$ cat src/rtl/dram_init_sequencer_if.sv
// Wishbone CSR bus between the DDR3 init sequencer (master) and the DFII
// CSR block (slave). Word-addressed, 32-bit, write-only from the master.
//   wb_adr   : word address
//   wb_dat_w : write data
//   wb_sel   : byte select
//   wb_cyc   : bus cycle
//   wb_stb   : strobe
//   wb_we    : write enable
//   wb_ack   : slave acknowledge
interface dram_init_sequencer_if;
  logic [29:0] wb_adr;
  logic [31:0] wb_dat_w;
  logic [3:0]  wb_sel;
  logic        wb_cyc;
  logic        wb_stb;
  logic        wb_we;
  logic        wb_ack;

  modport master (
    output wb_adr, wb_dat_w, wb_sel, wb_cyc, wb_stb, wb_we,
    input  wb_ack
  );

  modport slave (
    input  wb_adr, wb_dat_w, wb_sel, wb_cyc, wb_stb, wb_we,
    output wb_ack
  );
endinterface

$ cat src/rtl/dram_init_sequencer.sv
// DDR3 power-up sequencer. Walks a fixed 31-step table of DFII CSR writes
// and timed waits: releases RESET_N, enables CKE, programs MR2/MR3/MR1/MR0,
// issues ZQCL and finally hands the PHY over to the controller.
// Ports:
//   clk    : single clock domain
//   rst_n  : asynchronous active-low reset, aborts any sequence at once
//   start  : 1-cycle pulse, starts the sequence from IDLE/DONE/ERROR
//   busy   : high while sequencing
//   done   : level, set after successful hand-over until next start
//   error  : level, set after an ack timeout until next start
//   step   : current table step 0..30
//   csr    : Wishbone master port (dram_init_sequencer_if.master)
//
// state   | meaning
// --------+---------------------------------------------------------
// IDLE    | out of reset, waiting for start
// WB_REQ  | write of current step on the bus, waiting for ack
// WB_GAP  | one idle bus cycle after an acked write
// WAIT    | timed delay step, counter runs down to zero
// DONE    | sequence complete, PHY handed to controller
// ERROR   | ack timeout, step frozen at failing write
module dram_init_sequencer #(
  parameter logic [29:0] CSR_BASE = 30'h2400,
  parameter logic [31:0] MR0      = 32'h320,
  parameter logic [31:0] MR1      = 32'h6,
  parameter logic [31:0] MR2      = 32'h200,
  parameter logic [31:0] MR3      = 32'h0,
  parameter logic [15:0] T_RSTLOW = 16'd35,
  parameter logic [15:0] T_CKE    = 16'd50,
  parameter logic [15:0] T_XPR    = 16'd20,
  parameter logic [15:0] T_DLLK   = 16'd600,
  parameter logic [15:0] T_ZQINIT = 16'd600,
  parameter logic [15:0] ACK_TMO  = 16'd255
) (
  input  logic                         clk,
  input  logic                         rst_n,
  input  logic                         start,
  output logic                         busy,
  output logic                         done,
  output logic                         error,
  output logic [4:0]                   step,
  dram_init_sequencer_if.master        csr
);

  typedef enum logic [2:0] {
    IDLE   = 3'd0,
    WB_REQ = 3'd1,
    WB_GAP = 3'd2,
    WAIT   = 3'd3,
    DONE   = 3'd4,
    ERROR  = 3'd5
  } state_t;

  // DFII register word offsets from CSR_BASE
  localparam logic [2:0] OFF_CTRL  = 3'd0;
  localparam logic [2:0] OFF_CMD   = 3'd1;
  localparam logic [2:0] OFF_ISSUE = 3'd2;
  localparam logic [2:0] OFF_ADDR  = 3'd3;
  localparam logic [2:0] OFF_BADDR = 3'd4;

  localparam logic [4:0] LAST_STEP = 5'd30;

  // Wait length of a delay step; zero marks a write step (all T_* >= 1).
  function automatic logic [15:0] wait_len(input logic [4:0] s);
    wait_len = 16'd0;
    case (s)
      5'd1:    wait_len = T_RSTLOW;
      5'd5:    wait_len = T_CKE;
      5'd7:    wait_len = T_XPR;
      5'd24:   wait_len = T_DLLK;
      5'd29:   wait_len = T_ZQINIT;
      default: wait_len = 16'd0;
    endcase
  endfunction

  // {register offset, write data} of a write step.
  function automatic logic [34:0] wr_info(input logic [4:0] s);
    wr_info = {OFF_CTRL, 32'h0};
    case (s)
      5'd0:                          wr_info = {OFF_CTRL,  32'h00};
      5'd2:                          wr_info = {OFF_ADDR,  32'h0};
      5'd3, 5'd21, 5'd26:            wr_info = {OFF_BADDR, 32'h0};
      5'd4:                          wr_info = {OFF_CTRL,  32'h0C};
      5'd6:                          wr_info = {OFF_CTRL,  32'h0E};
      5'd8:                          wr_info = {OFF_ADDR,  MR2};
      5'd9:                          wr_info = {OFF_BADDR, 32'h2};
      5'd12:                         wr_info = {OFF_ADDR,  MR3};
      5'd13:                         wr_info = {OFF_BADDR, 32'h3};
      5'd16:                         wr_info = {OFF_ADDR,  MR1};
      5'd17:                         wr_info = {OFF_BADDR, 32'h1};
      5'd20:                         wr_info = {OFF_ADDR,  MR0};
      5'd25:                         wr_info = {OFF_ADDR,  32'h400};
      5'd10, 5'd14, 5'd18, 5'd22:    wr_info = {OFF_CMD,   32'h0F};
      5'd27:                         wr_info = {OFF_CMD,   32'h03};
      5'd11, 5'd15, 5'd19, 5'd23,
      5'd28:                         wr_info = {OFF_ISSUE, 32'h1};
      5'd30:                         wr_info = {OFF_CTRL,  32'h01};
      default:                       wr_info = {OFF_CTRL,  32'h0};
    endcase
  endfunction

  state_t      state_q, state_d;
  logic [4:0]  step_q, step_d;
  logic [15:0] cnt_q, cnt_d;
  logic        busy_q, busy_d;
  logic        done_q, done_d;
  logic        error_q, error_d;
  logic        advance;

  logic [34:0] cur_wr;
  logic [4:0]  step_inc;
  logic [15:0] nxt_wait;
  logic        in_req;

  assign cur_wr   = wr_info(step_q);
  assign step_inc = step_q + 5'd1;
  assign nxt_wait = wait_len(step_inc);

  always_ff @(posedge clk or negedge rst_n) begin
    if (!rst_n) begin
      state_q <= IDLE;
      step_q  <= 5'd0;
      cnt_q   <= 16'd0;
      busy_q  <= 1'b0;
      done_q  <= 1'b0;
      error_q <= 1'b0;
    end else begin
      state_q <= state_d;
      step_q  <= step_d;
      cnt_q   <= cnt_d;
      busy_q  <= busy_d;
      done_q  <= done_d;
      error_q <= error_d;
    end
  end

  // The same down-counter serves as delay timer in WAIT and as ack
  // timeout in WB_REQ; each is reloaded on entry to its state.
  always_comb begin
    state_d = state_q;
    step_d  = step_q;
    cnt_d   = cnt_q;
    busy_d  = busy_q;
    done_d  = done_q;
    error_d = error_q;
    advance = 1'b0;

    unique case (state_q)
      IDLE, DONE, ERROR: begin
        if (start) begin
          state_d = WB_REQ;
          step_d  = 5'd0;
          cnt_d   = ACK_TMO - 16'd1;
          busy_d  = 1'b1;
          done_d  = 1'b0;
          error_d = 1'b0;
        end
      end
      WB_REQ: begin
        if (csr.wb_ack) begin
          state_d = WB_GAP;
        end else if (cnt_q == 16'd0) begin
          state_d = ERROR;
          busy_d  = 1'b0;
          error_d = 1'b1;
        end else begin
          cnt_d = cnt_q - 16'd1;
        end
      end
      WB_GAP: advance = 1'b1;
      WAIT: begin
        if (cnt_q == 16'd0) advance = 1'b1;
        else                cnt_d   = cnt_q - 16'd1;
      end
      default: state_d = IDLE;
    endcase

    if (advance) begin
      if (step_q == LAST_STEP) begin
        state_d = DONE;
        busy_d  = 1'b0;
        done_d  = 1'b1;
      end else begin
        step_d = step_inc;
        if (nxt_wait != 16'd0) begin
          state_d = WAIT;
          cnt_d   = nxt_wait - 16'd1;
        end else begin
          state_d = WB_REQ;
          cnt_d   = ACK_TMO - 16'd1;
        end
      end
    end
  end

  // Bus outputs decode straight from the state register so they fall the
  // edge the ack is sampled, and address/data read as zero when idle.
  assign in_req       = (state_q == WB_REQ);
  assign csr.wb_cyc   = in_req;
  assign csr.wb_stb   = in_req;
  assign csr.wb_we    = in_req;
  assign csr.wb_sel   = {4{in_req}};
  assign csr.wb_adr   = in_req ? (CSR_BASE + {27'd0, cur_wr[34:32]}) : 30'd0;
  assign csr.wb_dat_w = in_req ? cur_wr[31:0] : 32'd0;

  assign busy  = busy_q;
  assign done  = done_q;
  assign error = error_q;
  assign step  = step_q;

endmodule

$ cat src/flat_wrapper.sv
// flat-port wrapper written by rule: the top's interface ports become plain ports
module dram_init_sequencer_flat 
#(
  parameter logic [29:0] CSR_BASE = 30'h2400,
  parameter logic [31:0] MR0      = 32'h320,
  parameter logic [31:0] MR1      = 32'h6,
  parameter logic [31:0] MR2      = 32'h200,
  parameter logic [31:0] MR3      = 32'h0,
  parameter logic [15:0] T_RSTLOW = 16'd35,
  parameter logic [15:0] T_CKE    = 16'd50,
  parameter logic [15:0] T_XPR    = 16'd20,
  parameter logic [15:0] T_DLLK   = 16'd600,
  parameter logic [15:0] T_ZQINIT = 16'd600,
  parameter logic [15:0] ACK_TMO  = 16'd255
)
  (clk, rst_n, start, busy, done, error, step, csr_wb_adr, csr_wb_dat_w, csr_wb_sel, csr_wb_cyc, csr_wb_stb, csr_wb_we, csr_wb_ack);
  dram_init_sequencer_if csr_i ();
  input  logic clk;
  input  logic rst_n;
  input  logic start;
  output logic busy;
  output logic done;
  output logic error;
  output logic [4:0] step;
  output wire logic [$bits(csr_i.wb_adr)-1:0] csr_wb_adr;
  output wire logic [$bits(csr_i.wb_dat_w)-1:0] csr_wb_dat_w;
  output wire logic [$bits(csr_i.wb_sel)-1:0] csr_wb_sel;
  output wire logic [$bits(csr_i.wb_cyc)-1:0] csr_wb_cyc;
  output wire logic [$bits(csr_i.wb_stb)-1:0] csr_wb_stb;
  output wire logic [$bits(csr_i.wb_we)-1:0] csr_wb_we;
  input wire logic [$bits(csr_i.wb_ack)-1:0] csr_wb_ack;
  assign csr_wb_adr = csr_i.wb_adr;
  assign csr_wb_dat_w = csr_i.wb_dat_w;
  assign csr_wb_sel = csr_i.wb_sel;
  assign csr_wb_cyc = csr_i.wb_cyc;
  assign csr_wb_stb = csr_i.wb_stb;
  assign csr_wb_we = csr_i.wb_we;
  assign csr_i.wb_ack = csr_wb_ack;
  dram_init_sequencer #(.CSR_BASE(CSR_BASE), .MR0(MR0), .MR1(MR1), .MR2(MR2), .MR3(MR3), .T_RSTLOW(T_RSTLOW), .T_CKE(T_CKE), .T_XPR(T_XPR), .T_DLLK(T_DLLK), .T_ZQINIT(T_ZQINIT), .ACK_TMO(ACK_TMO)) u_core (.clk(clk), .rst_n(rst_n), .start(start), .busy(busy), .done(done), .error(error), .step(step), .csr(csr_i));
endmodule
$ cat config.mk
export PLATFORM = sky130hd
export DESIGN_NAME = dram_init_sequencer_flat
export DESIGN_NICKNAME = d
export VERILOG_FILES = /design/src/rtl/dram_init_sequencer_if.sv /design/src/rtl/dram_init_sequencer.sv /design/src/flat_wrapper.sv
export SDC_FILE = /design/constraint.sdc
export NUM_CORES = 1
export LEC_CHECK = 0
export CAP_MARGIN = 15
export CELL_PAD_IN_SITES_DETAIL_PLACEMENT = 1
export CELL_PAD_IN_SITES_GLOBAL_PLACEMENT = 1
export CORE_AREA = 2 2 93 95
export CTS_BUF_LIST = sky130_fd_sc_hd__clkbuf_8 sky130_fd_sc_hd__clkbuf_16
export DETAILED_ROUTE_END_ITERATION = 10
export DIE_AREA = 0 0 95 97
export PLACE_DENSITY_LB_ADDON = 0.1
export SLEW_MARGIN = 20
export SYNTH_ARGS = -nofsm -noshare
export SYNTH_HDL_FRONTEND = slang
export SYNTH_SLANG_ARGS = --single-unit
$ cat constraint.sdc
create_clock -name clk -period 2.64 [get_ports clk]
set_input_delay 0.528 -clock clk [delete_from_list [all_inputs] [get_ports clk]]
set_output_delay 0.528 -clock clk [all_outputs]
set_load 0.005 [all_outputs]
Figure 1. Metal 1.
Supply wires on this layer in grey.
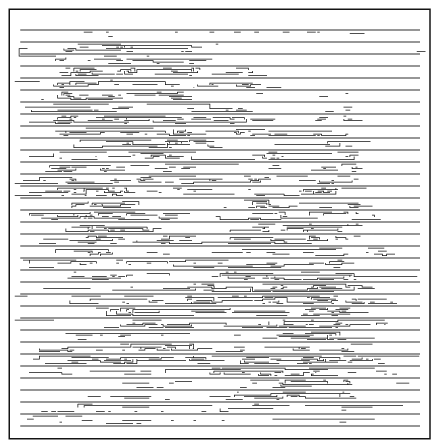
The layer carries 3810 µm of wire. The layer holds 45% of the routed length.
Routed WL: 8521 µm
DR vias: 2609
met1 usage: 24.30%

==> metrics.csv <==
metric,value,unit
layout_top_cell,conb_1,
synth_cells,345,
grt_max_degree,28,
globalRouteOverflowTotal,0,
n_clock_buffer,3,
logic_area,1818,µm²
synthXorXnorAreaFrac,1.881,%
path_max_fanout,11,
track_usage,18.49,%
ir_drop,0.3453,mV
dp_cells,482,
relSlewSlack,64.90,%
yosysWarnings,0,
grt_pass1_vias,2695,
wl_per_cell,17.11,µm
core,8134,µm²
cts_tree,done,
cp-startpoint,u_core.step[0],
nFillCells,990,
antenna_found_initial,0,
avgSynthCellArea,8.098,µm²
warnings,35,
postLayoutCellArea,3349,µm²
finalHoldViolCount,0,
logic_gate_count,279,
whs_path_depth,1,
ys.flops,27,
numCtsBuffers,3,
layout_setup_ws,0.07505,ns
fp_util,34.35,%
report.final.slew_viol_count,0,
max-clock-path-buffers,2,
ys_sh_mux,1.836,%
io_pins,81,
buf_share,18.68,%
clock_area_share,1.457,%
r2r_setup_slack,0.21,ns
final_cell_mix,"49 x conb_1, 39 x buf_4, 28 x nand2_1",
synth_cell_types,65,
worst_pin_slew,0.5217,ns
rr_endpoint,u_core.cnt_q[14],
ff_count,27,
diodes,0,
ys_cells,345,
syn_area,2794,µm²
clk_latency,0.29,ns
hp-start,u_core.done,
regArea,679.4,µm²
final_util,41.18,%
power,0.003218,W
cp_slowest_cell,clkdlybuf4s50_1,
status,"complete, no violations",
die_w,95,µm
setup_viol,0,
p_per_area,960.7,nW/µm²
crit-reg2reg-launch,u_core.cnt_q[0],
dpl_cell_area,3108,µm²
rsz0062_at_grt,yes,
top_logic_kind,simple AND/OR/NAND/NOR gates,
worstPathRequired,2.11,ns
htree_levels,1,
syn_to_final_growth,19.88,%
crit_cells,7,
dpl.hpwl,6332,µm
ys_chip_area,2794,µm²
finalNonFillerCells,498,
largest_class,multi-input combinational cells,
period_needed,2.565,ns
Figure 2. M2 wires.
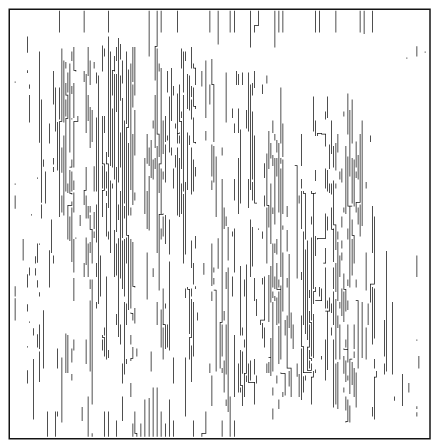
The longest straight run is 51.7 µm. 370 nets have wire on it. The layer carries 4310 µm of wire.
met2 global-route usage: 31.64%

## timing repair
item                                    CTS  global route
endpoints found under the setup margin   11            13
hold endpoints to repair                  0             0
gates resized                            21            11
setup buffers                             2            10
hold buffers                              0             0
gates cloned                              0             0
pin swaps                                 1             2
## layer usage
metal  vias up  track usage, %  wire, µm
li1       1244               -         -
met1      1298           24.30      3810
met3         7           2.882       307
met4         0           4.013        94
met5         -               0         0
met2        60           31.64      4310
## registers in the layout (all words and copies together), names as in the netlist
name and count:
u_core.done 1, u_core.state_q 3, u_core.step 5, u_core.cnt_q 16, u_core.error 1, u_core.busy 1
## worst reg2reg max path: cells and delay by family, from the launching register on
kind / cells / cell delay, ns
buffers and inverters: 3 / 0.58
DFF: 1 / 0.42
AOI/OAI and AO/OA: 2 / 0.38
and+or+nand+nor: 3 / 0.76
adders and majority gates: 1 / 0.22
## report_power, final
group          total, W  internal (W)  switching [W]
Combinational   0.00222      0.000967        0.00126
Clock          0.000267      0.000108       0.000159
Sequential     0.000728      0.000554       0.000173
## cells in the mapped netlist (4+ instances only)
master / number / area [µm²]
inv_1: 11 / 41.29
mux2i_1: 4 / 40.04
nand3_1: 13 / 65.06
o21ai_0: 18 / 90.09
clkbuf_1: 11 / 41.29
nand2b_1: 6 / 37.54
nor2b_1: 9 / 56.30
nor2_1: 25 / 93.84
xor2_1: 6 / 52.55
ha_1: 12 / 150.1
a21oi_1: 15 / 75.07
buf_4: 58 / 435.4
dfrtp_1: 27 / 675.7
nand4_1: 6 / 37.54
nor4_1: 6 / 37.54
or3_1: 7 / 43.79
nor3_1: 8 / 40.04
nand2_1: 29 / 108.9
No activity file was given, so power comes from the tool's default toggle rates.
